==> src/rtl/fetch_sequencer.sv <==
// rtl/fetch_sequencer.sv - program counter, branch-target LUT and run/halt sequencing for the accumulator core
module fetch_sequencer #(
    parameter int PC_W   = 10,
    parameter int LUT_AW = 5,
    parameter int CNT_W  = 16
) (
    input  logic              CLK,
    input  logic              reset,
    input  logic              start,
    input  logic [PC_W-1:0]   start_pc,
    input  logic              stall,
    input  logic              halt_req,
    input  logic              branch_en,
    input  logic [LUT_AW-1:0] branch_idx,
    input  logic              jump_taken,
    input  logic              lut_we,
    input  logic [LUT_AW-1:0] lut_waddr,
    input  logic [PC_W-1:0]   lut_wdata,
    output logic [PC_W-1:0]   pc,
    output logic              instr_valid,
    output logic              running,
    output logic              done,
    output logic              branch_taken,
    output logic [CNT_W-1:0]  cycle_cnt
);

    typedef enum logic [1:0] {
        IDLE = 2'd0,
        RUN  = 2'd1,
        HALT = 2'd2
    } state_t;

    localparam int LUT_DEPTH = 2 ** LUT_AW;
    localparam logic [PC_W-1:0]  PC_LAST = '1;
    localparam logic [CNT_W-1:0] CNT_MAX = '1;

    state_t            state;
    state_t            state_next;
    logic [PC_W-1:0]   pc_next;
    logic              done_next;
    logic              branch_next;
    logic              cnt_clear;
    logic [PC_W-1:0]   lut [LUT_DEPTH];
    logic [PC_W-1:0]   branch_target;

    assign running       = (state == RUN);
    assign instr_valid   = running & ~stall;
    assign branch_target = lut[branch_idx];

    always_ff @(posedge CLK) begin
        if (reset) begin
            state        <= IDLE;
            pc           <= '0;
            done         <= 1'b0;
            branch_taken <= 1'b0;
        end else begin
            state        <= state_next;
            pc           <= pc_next;
            done         <= done_next;
            branch_taken <= branch_next;
        end
    end

    // Stall outranks everything, so a halt or branch under stall is simply re-seen next cycle.
    always_comb begin
        state_next  = state;
        pc_next     = pc;
        done_next   = done;
        branch_next = 1'b0;
        cnt_clear   = 1'b0;
        case (state)
            IDLE, HALT: begin
                if (start) begin
                    state_next = RUN;
                    pc_next    = start_pc;
                    done_next  = 1'b0;
                    cnt_clear  = 1'b1;
                end
            end
            RUN: begin
                if (stall) begin
                    pc_next = pc;
                end else if (halt_req) begin
                    state_next = HALT;
                    done_next  = 1'b1;
                end else if (branch_en && jump_taken) begin
                    pc_next     = branch_target;
                    branch_next = 1'b1;
                end else if (pc == PC_LAST) begin
                    // Running off the end of ROM halts rather than wrapping to 0.
                    state_next = HALT;
                    done_next  = 1'b1;
                end else begin
                    pc_next = pc + 1'b1;
                end
            end
            default: begin
                state_next = IDLE;
                pc_next    = '0;
                done_next  = 1'b0;
            end
        endcase
    end

    always_ff @(posedge CLK) begin
        if (reset || cnt_clear) begin
            cycle_cnt <= '0;
        end else if (state == RUN && cycle_cnt != CNT_MAX) begin
            cycle_cnt <= cycle_cnt + 1'b1;
        end
    end

    // Table is frozen while a program runs so targets cannot change under it.
    always_ff @(posedge CLK) begin
        if (reset) begin
            for (int i = 0; i < LUT_DEPTH; i++) begin
                lut[i] <= '0;
            end
        end else if (lut_we && state != RUN) begin
            lut[lut_waddr] <= lut_wdata;
        end
    end

endmodule

==> config.mk <==
export PLATFORM = sky130hd
export DESIGN_NAME = fetch_sequencer
export DESIGN_NICKNAME = d
export VERILOG_FILES = /design/src/rtl/fetch_sequencer.sv
export SDC_FILE = /design/constraint.sdc
export NUM_CORES = 1
export LEC_CHECK = 0
export CORE_MARGIN = 1.5
export CORE_UTILIZATION = 55
export DETAILED_ROUTE_END_ITERATION = 10
export PLACE_DENSITY = 0.73
export SLEW_MARGIN = 20
export SYNTH_ARGS = -nofsm -noshare
export SYNTH_HDL_FRONTEND = slang
export SYNTH_SLANG_ARGS = --single-unit
==> constraint.sdc <==
create_clock -name CLK -period 4.1 [get_ports CLK]
set_clock_uncertainty 0.2 [all_clocks]
set_input_delay 1.025 -clock CLK [delete_from_list [all_inputs] [get_ports CLK]]
set_output_delay 1.025 -clock CLK [all_outputs]
set_load 0.01 [all_outputs]
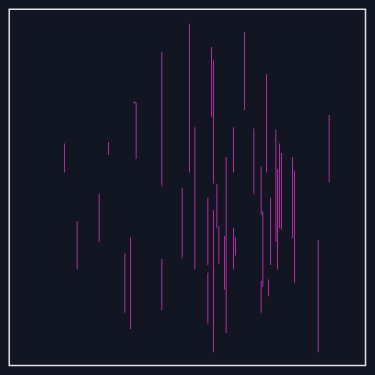
Run 1: M4 wires
Scale: 2 px per um.
The layer holds 3.5% of the routed length. 34 nets have wire on it. The longest straight run is 87.7 um. The layer carries 1,480 um of wire. The wires run mostly vertical.

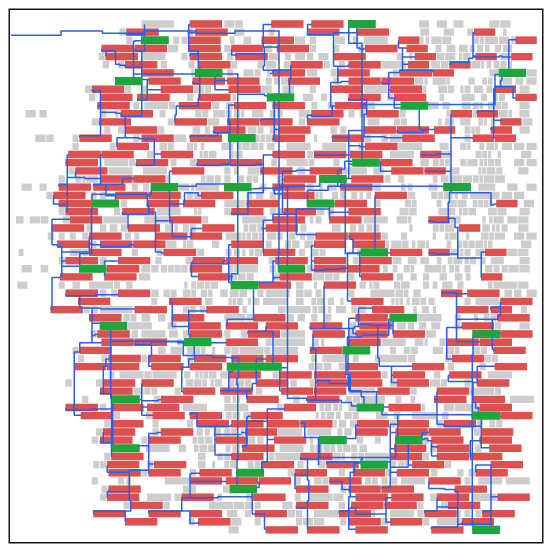
Run 1: clock network drawn from the DEF
Scale: 3 px per um.
flip-flops: in red, count 349. clock-net drivers: in green, count 36. clock wires: in blue, length 3,940 um.
There are 37 routed clock nets. Position of the flops: widely spread.

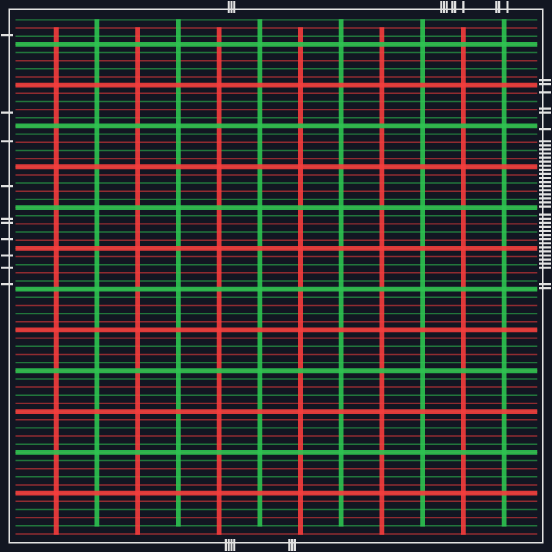
Run 1: supply network
Scale: 3 px per um. Pins as bars on the die edge.
VDD: in green. VSS: in red.
64 met1 rails follow the rows. The core has 63 rows.

## run 1: path summary, 6_finish.rpt
path           startpoint           end  slack (ns)  depth (start not counted)
max              state[0]   instr_valid        0.27                          5
min          cycle_cnt[9]  cycle_cnt[9]        0.31                          2
max reg2reg      state[0]    lut[14][0]        0.91                          6
min reg2reg  cycle_cnt[9]  cycle_cnt[9]        0.31                          2
## run 1: through the flow
| step | hold slack (ns) | worst slack, ns | area, um^2 |
|---|---|---|---|
| after floorplan | 0.3252 | 1.010 | 16720 |
| after global placement | 0.2922 | 0.4661 | 18040 |
| after detailed placement | 0.3077 | 0.4421 | 18040 |
| after CTS | 0.3147 | 0.2658 | 19180 |
| after global routing | 0.3419 | 0.1156 | 19180 |
| final | 0.3104 | 0.2735 | 19190 |
==> results.yml, run 1 <==
# flow metrics
logic_synthesis:
  ys_sh_aoi: 0.05709
  logic_family: "simple AND/OR/NAND/NOR gates"
  synth_nets: 1264
  synth_flop_count: 349
  async_reset_ff_frac: 0
  synth_adder_area_share: 0.001496
  syn-cell-area_um2: 16720
  netlist_instances: 1224
  synthTopCellsByCount: "327 x and2_1, 320 x edfxtp_1, 62 x mux4_2"
outcome:
  status: "complete, no violations"
setup_path:
  worstPathMaxFanout: 18
final_timing:
  setup-violations-final: 0
  rsz0062_at_grt: "no"
  hold_viol_final: 0
final_layout:
  n_fill_cell: 2156
  n_all_buffers: 144
  area_delta_synth_final_pct: 14.73
cts:
  clockBufferDepth: 3
grt:
  met3_usage: 0.06941
  grt-busiest-layer: "met2"
floorplan:
  io-pin-count: 68
  die_width_um: 177.4
  n_tap_cell: 390
detailed_routing:
  wl_met1_mm: 17.12
  drtIter0Drc: 1318
## Run 2: what changed since run 1
- SKIP_LAST_GASP: unset -> 1
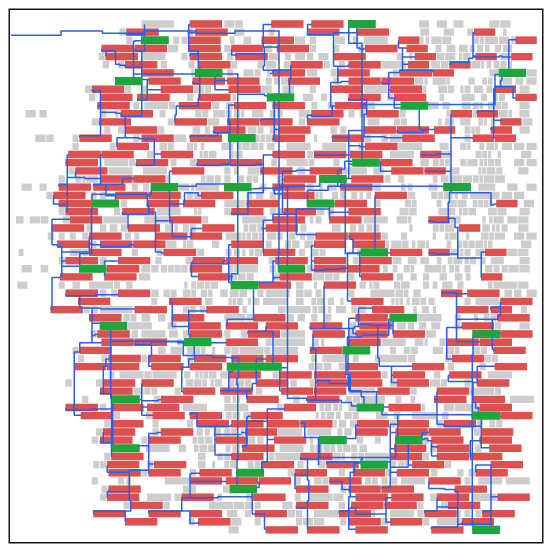
Run 2: clock network drawn from the DEF
Scale: 3 px per um.
flip-flops: in red, count 349. clock-net drivers: in green, count 36. clock wires: in blue, length 3,940 um.
Position of the flops: widely spread. There are 37 routed clock nets.

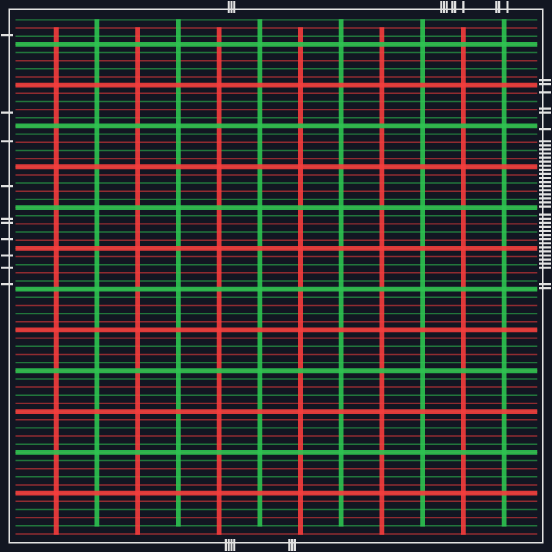
Run 2: supply network
Scale: 3 px per um. Pins as bars on the die edge.
VSS: in red. VDD: in green.
12 straps on met4. The core has 63 rows. 64 met1 rails follow the rows. 12 straps on met5.

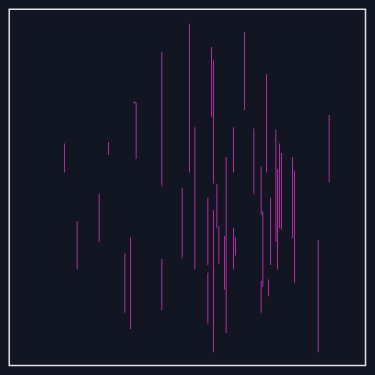
Run 2: M4 wires
Scale: 2 px per um.
The layer holds 3.5% of the routed length. 34 nets have wire on it.

==> run 2 against run 1 <==
  * Global-route usage unchanged
  * Final cell count unchanged
  * Worst hold slack unchanged
  * Combinational power about the same
  * Maximum frequency unchanged
  * Via count unchanged
  * Utilization unchanged
  * Sequential power about the same
  * Clock power about the same
  * Critical path type unchanged
==> results.yml, run 2 <==
# flow metrics
logic_synthesis:
  netlist_instances: 1224
  synthTopCellsByCount: "327 x and2_1, 320 x edfxtp_1, 62 x mux4_2"
  synth_nets: 1264
floorplan:
  io-pin-count: 68
  die_width_um: 177.4
final_layout:
  n_fill_cell: 2156
  final_area_um2: 19190
placed_design:
  dpl_cell_area_um2: 18040
  pre_cts_slack_ns: 0.4421
min_path:
  min_from: "cycle_cnt[9]"
outcome:
  status: "complete, no violations"
setup_path:
  rr_worst_depth: 6
  r2r_end: "lut[14][0]"
  worstPathMaxFanout: 18
  cp.depth: 5
final_timing:
  setup_slack_ns: 0.2735
  setup-violations-final: 0
  holdWs_ns: 0.3104
detailed_routing:
  wl_met1_mm: 17.12
cts:
  clockBufferDepth: 3
grt:
  met3_usage: 0.06941
## run 2: logic make-up (layout without fill, tap and decap cells)
family | after synthesis | after routing | synth area share
fa+ha+maj | 2 | 2 | 0.001496
buf+inv | 86 | 214 | 0.02821
other cells | 0 | 1 | 0
compound gates | 139 | 139 | 0.05709
flops | 349 | 349 | 0.6093
simple gates | 532 | 532 | 0.1880
xor+xnor | 15 | 15 | 0.007856
mux | 101 | 101 | 0.1080
## run 2: final cells by class
type	instances	area [um^2]	area share
clock buffer	46	959.7	0.05002
multi-input combinational	789	6062	0.3159
tap	390	488.0	0.02543
clock inverter	17	187.7	0.009782
antenna	1	2.502	0.0001304
timing repair buffer	144	1269	0.06612
sequential	349	10190	0.5311
inverter	7	28.78	0.001500
No activity file was given, so power comes from the tool's default toggle rates.
